## src/rtl/wam_game.sv

```systemverilog
// Whack-a-mole round controller on the 100 Hz game tick: spawns, lifetimes, hits, BCD score.
// Optional WAM_MISS_PENALTY_EN: tap edges on empty holes during RUN subtract from the score.
module wam_game #(
  parameter int ROUND_TICKS = 6000,
  parameter int SPAWN_EZ    = 100,
  parameter int SPAWN_MD    = 60,
  parameter int SPAWN_HD    = 30,
  parameter int LIFE_EZ     = 200,
  parameter int LIFE_MD     = 120,
  parameter int LIFE_HD     = 60
) (
  input  logic        clk_19,
  input  logic        clr,
  input  logic        strt,
  input  logic [1:0]  hrdn,
  input  logic [7:0]  tap,
  output logic [7:0]  holes,
  output logic [11:0] score,
  output logic        over,
  output logic [12:0] time_left
);

  typedef enum logic [1:0] {IDLE, RUN, OVER} state_t;

  state_t      state;
  logic [15:0] lfsr, lfsr_nxt;
  logic [7:0]  tap_q, tap_edge, hit;
  logic [7:0]  life [8];
  logic [15:0] spawn_cnt, spawn_reload;
  logic [7:0]  life_load;
  logic [9:0]  score_bin, score_nxt;
  logic [11:0] score_bcd_nxt;
  logic [2:0]  spawn_idx;
  int          sum;

  always_comb begin
    tap_edge = tap & ~tap_q;
    hit      = tap_edge & holes;
    unique case (hrdn)
      2'd0:    begin spawn_reload = 16'(SPAWN_EZ); life_load = 8'(LIFE_EZ); end
      2'd1:    begin spawn_reload = 16'(SPAWN_MD); life_load = 8'(LIFE_MD); end
      default: begin spawn_reload = 16'(SPAWN_HD); life_load = 8'(LIFE_HD); end
    endcase
    // Hits and misses are netted before clamping, so one tick can never overshoot 0 or 999.
    sum = int'(score_bin) + $countones(hit);
`ifdef WAM_MISS_PENALTY_EN
    sum = sum - $countones(tap_edge & ~holes);
`endif
    if (sum > 999) sum = 999;
    if (sum < 0)   sum = 0;
    score_nxt     = 10'(sum);
    score_bcd_nxt = {4'(score_nxt / 10'd100), 4'((score_nxt / 10'd10) % 10'd10), 4'(score_nxt % 10'd10)};
    // Galois right-shift form of x^16+x^14+x^13+x^11+1.
    lfsr_nxt  = {1'b0, lfsr[15:1]} ^ (lfsr[0] ? 16'hB400 : 16'h0000);
    spawn_idx = lfsr[2:0];
  end

  always_ff @(posedge clk_19) begin
    if (clr) begin
      state     <= IDLE;
      holes     <= '0;
      score     <= '0;
      score_bin <= '0;
      over      <= 1'b0;
      time_left <= '0;
      spawn_cnt <= '0;
      lfsr      <= 16'hACE1;
      tap_q     <= 8'hFF;
      for (int i = 0; i < 8; i++) life[i] <= '0;
    end else begin
      lfsr  <= lfsr_nxt;
      tap_q <= tap;
      unique case (state)
        IDLE, OVER: if (strt) begin
          state     <= RUN;
          holes     <= '0;
          score     <= '0;
          score_bin <= '0;
          over      <= 1'b0;
          time_left <= 13'(ROUND_TICKS);
          spawn_cnt <= spawn_reload;
        end
        RUN: begin
          score     <= score_bcd_nxt;
          score_bin <= score_nxt;
          time_left <= time_left - 13'd1;
          for (int i = 0; i < 8; i++) begin
            if (hit[i]) holes[i] <= 1'b0;
            else if (holes[i]) begin
              if (life[i] == 8'd1) holes[i] <= 1'b0;
              life[i] <= life[i] - 8'd1;
            end
          end
          // Only an empty hole accepts a spawn, so a same-tick hit or expiry always wins.
          if (spawn_cnt == 16'd0) begin
            spawn_cnt <= spawn_reload;
            if (!holes[spawn_idx]) begin
              holes[spawn_idx] <= 1'b1;
              life[spawn_idx]  <= life_load;
            end
          end else begin
            spawn_cnt <= spawn_cnt - 16'd1;
          end
          if (time_left == 13'd1) begin
            state <= OVER;
            over  <= 1'b1;
            holes <= '0;
          end
        end
        default: state <= IDLE;
      endcase
    end
  end

endmodule

```

## config.mk

```make
export PLATFORM = sky130hd
export DESIGN_NAME = wam_game
export DESIGN_NICKNAME = d
export VERILOG_FILES = /design/src/rtl/wam_game.sv
export SDC_FILE = /design/constraint.sdc
export NUM_CORES = 1
export LEC_CHECK = 0
export CAP_MARGIN = 10
export CELL_PAD_IN_SITES_DETAIL_PLACEMENT = 1
export CELL_PAD_IN_SITES_GLOBAL_PLACEMENT = 2
export CORE_MARGIN = 10
export CORE_UTILIZATION = 38
export DETAILED_ROUTE_END_ITERATION = 16
export GPL_TIMING_DRIVEN = 0
export PLACE_DENSITY_LB_ADDON = 0.25
export SETUP_SLACK_MARGIN = 0.05
export SYNTH_ARGS = -nofsm -noshare
export SYNTH_HDL_FRONTEND = slang
export SYNTH_SLANG_ARGS = --single-unit
export TNS_END_PERCENT = 5
```

## constraint.sdc

```tcl
create_clock -name clk_19 -period 12.58 [get_ports clk_19]
set_clock_uncertainty 0.15 [all_clocks]
set_input_delay 1.887 -clock clk_19 [delete_from_list [all_inputs] [get_ports clk_19]]
set_output_delay 1.887 -clock clk_19 [all_outputs]
set_load 0.01 [all_outputs]
```

**Run 1: congestion heat map**

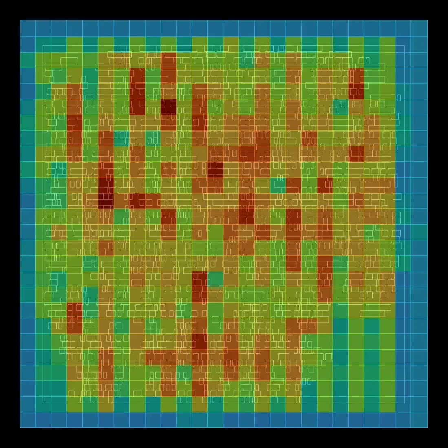
Most Crowded Layer GR: met2
Routed WL per cell: 20.40 um
GR met3 Demand/Resource: 0.03614
Core Util, Final: 0.4441

**Run 1: cell area per tile**

Bar = 50 um. The die is cut into 18 by 18 equal tiles; dark blue is low, red is high, 0 to 100% covered.
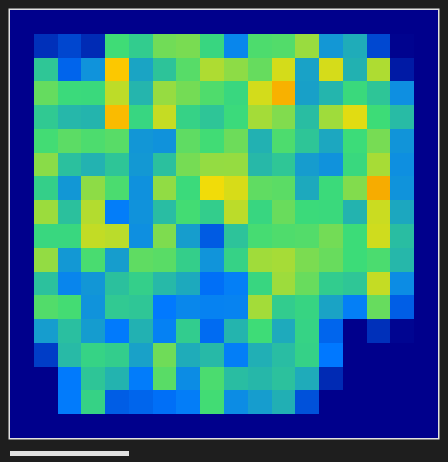
mean over tiles	33%
nearly empty tiles	26%
fullest tile	80%
core area: 25180 sq um
fp util: 0.3856

==> impl_metrics.yaml, run 1 <==
# physical design summary
run_status:
  status: "finished clean"
global_routing:
  antenna_found_initial: 0
  use_met2: 0.3054
  grt_pass1_wl_um: 51230
  grt_max_degree: 17
pwr:
  powerSeq_uw: 532
  swShare: 0.2672
  largestPowerGroup: "sequential cells"
  power.density_nw_per_um2: 107.4
  p_int_uw: 879.8
  p_seq_frac: 0.443
  power.leakage_nw: 4.071
  power_mw: 1.201
synthesis:
  ys.flops: 149
  synth_cells: 1159
  synthTopLogicFamily: "simple AND/OR/NAND/NOR gates"
  yosysWarnings: 0
  ys_seq_frac: 0.3484
  mux_share: 0.01997
  synth_cell_type_count: 95
  async_flop_share: 0
  top_area_frac: 0.2247
  ys_cells: 1159
  ys_sh_simple: 0.2545
  xor_area_frac: 0.07486
  netlist_top_cells_count: "126 x nor2_1, 109 x dfxtp_1, 104 x nand2_1, 65 x xnor2_1, 63 x a21oi_1"
  edf_count: 40
  synthFlopType: "dfxtp_1"
placement:
  io_buffer_count: 45
  placedCellCount: 1534
  postPlaceCellArea_sq_um: 10570
  place_congestion: 0.8564
  place_worst_setup_slack_ps: 36.02
  dp_hpwl_um: 23870
timing:
  holdWs_ps: 261.8
  final_max_slew_viol_count: 0
  slew_headroom: 0.3076
  rsz0062_at_grt: "false"
  worst_pin_slew_ps: 1032
  fin_crit_sh: 0.9463
  setup_viol: 0
drt:
  drt-met1-wl_um: 15770
  topRoutingLayerUsed: "met4"
  drtIter0Drc: 499
  route.detailed.drc: 0
  route.met2.wl_um: 14550
clocking:
  cts_tree: "done"
  clockRootBuffer: "clkbuf_16"
  cts_hold_buf: 0
  clock_latency_ps: 440
  cts_setup_buffers: 0
  cts_buffers: 17
critical_path:
  path_depth: 39
  start_kind: "primary input"
  crit_top_cell: "fa_1"
  required_ps: 12810
  cp_slowest_cell: "fa_1"
  worstPathMaxFanout: 10
finish:
  fin_nets: 1275
  comb_area_sq_um: 5916
  instances_no_fill: 1567
  lay_top_count: "nor2_1"
  largest_reg_flops: 64
  areaGrowthSynthToFinish_pct: 15.17
  n_antenna_cell: 0
  drive_above_1_share: 0.08569
  largest_register: "life"
  ff_count: 149
  final-clk-cell-share: 0.05281
  largest_class: "logic gates"
  nNonClkInverters: 49
  n_clock_buffer: 20
  flop_area_sq_um: 3383
  fillers: 3006
min_path:
  min_from: "lfsr[8]"
  hold_depth: 1
floorplanning:
  tapCellCount: 330
  die_width_um: 179.9
job:
  tool_warnings: 37
**Run 1: routed metal per tile**

Bar = 50 um. The die is cut into 36 by 36 equal tiles; dark blue is low, red is high, scaled to the fullest tile. Values are wire area over tile area, all layers added.
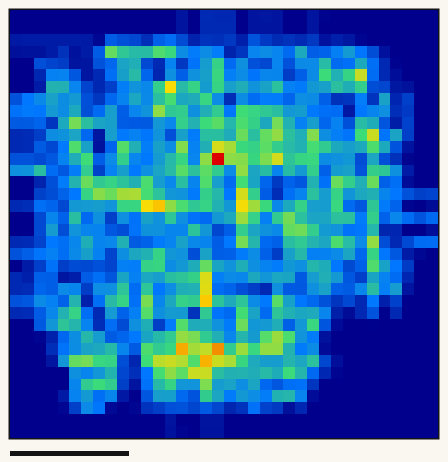
nearly empty tiles	23%
fullest tile	0.66
tiles over half the peak	7.6%
densest ninth of the die	center
Vias: 9066
Global Route Usage Sum: 0.1933
Routed WL: 31960 um

==> run 2, diff against run 1 <==
SETUP_SLACK_MARGIN = unset   (was 0.05)
**Run 2: cells by drive strength**

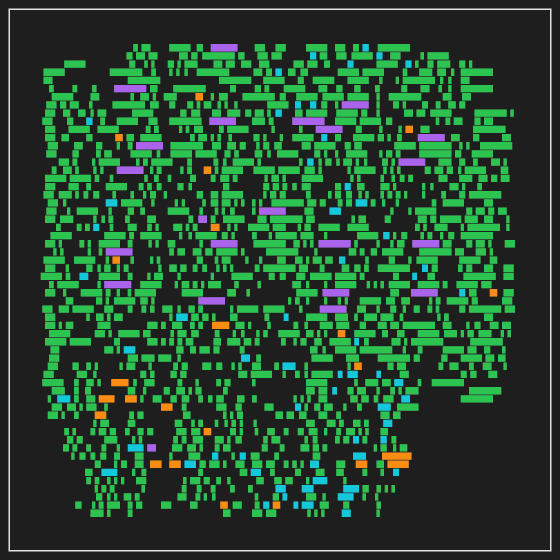
color	size	cells	share	most used
green	x1 and smaller	1131	92%	nor2_1
cyan	x2	60	4.9%	or2_2
purple	x6 and larger	22	1.8%	clkbuf_16
orange	x3 and x4	23	1.9%	buf_4
Non-CTS buffers: 99
final worst-path setup slack: 610.0 ps
Design Area, Final: 11180 sq um
area grow syn2layout: 15.09%

==> run 2 against run 1 <==
  * Critical path depth fell by 1
  * Final cell count barely moved
  * Clock-buffer cell count did not move
  * Maximum frequency fell by 0.55%
  * Die area did not move
  * Utilization barely moved
  * Cell area barely moved
  * Combinational power barely moved
  * Sequential share of layout area barely moved
==> impl_metrics.yaml, run 2 <==
# physical design summary
min_path:
  min_from: "lfsr[8]"
  hold_depth: 1
global_routing:
  use_met2: 0.3054
  antenna_found_initial: 0
  track_usage: 0.1933
  grt_pass1_wl_um: 51230
  grt_max_degree: 17
  grt-busiest-layer: "met2"
clocking:
  clock_latency_ps: 440
  cts_tree: "done"
  clockRootBuffer: "clkbuf_16"
drt:
  route.met2.wl_um: 14560
  drtIter0Drc: 535
  drt-total-wl_um: 32000
  route.detailed.drc: 0
  topRoutingLayerUsed: "met4"
  drt-met1-wl_um: 15680
synthesis:
  edf_count: 40
  mux_share: 0.01997
  xor_area_frac: 0.07486
  synthFlopType: "dfxtp_1"
  ys_cells: 1159
  top_area_frac: 0.2247
  async_flop_share: 0
  synthTopLogicFamily: "simple AND/OR/NAND/NOR gates"
  ys_seq_frac: 0.3484
  synth_cell_type_count: 95
  netlist_top_cells_count: "126 x nor2_1, 109 x dfxtp_1, 104 x nand2_1, 65 x xnor2_1, 63 x a21oi_1"
  yosysWarnings: 0
pwr:
  power_mw: 1.200
  p_int_uw: 879.8
  p_seq_frac: 0.443
  power.leakage_nw: 4.066
  largestPowerGroup: "sequential cells"
  powerSeq_uw: 532
placement:
  place_congestion: 0.8564
  place_worst_setup_slack_ps: 36.02
  io_buffer_count: 45
  dp_hpwl_um: 23870
critical_path:
  worstPathMaxFanout: 10
  cp_slowest_cell: "fa_1"
  crit_top_cell: "fa_1"
  start_kind: "primary input"
  required_ps: 12810
  path_depth: 38
finish:
  nNonClkInverters: 49
  instances_no_fill: 1566
  fillers: 3006
  largest_reg_flops: 64
  final-clk-cell-share: 0.05284
  largest_register: "life"
  n_clock_buffer: 20
  ff_count: 149
  flop_area_sq_um: 3383
  lay_top_count: "nor2_1"
  n_antenna_cell: 0
  drive_above_1_share: 0.08495
  comb_area_sq_um: 5916
timing:
  worst_pin_slew_ps: 1011
  fin_crit_sh: 0.9515
  holdWs_ps: 263.0
  slew_headroom: 0.3216
  final_max_slew_viol_count: 0
  setup_viol: 0
floorplanning:
  core_region_area_sq_um: 25180
  tapCellCount: 330
  fp-utilization: 0.3856
job:
  tool_warnings: 37
run_status:
  status: "finished clean"
**Run 2: cell area per tile**

Bar = 50 um. The die is cut into 18 by 18 equal tiles; dark blue is low, red is high, 0 to 100% covered.
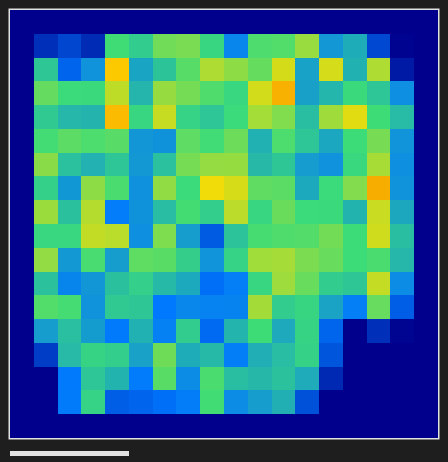
Core Util, Final: 0.4438

Power and IR drop assume default switching activity.
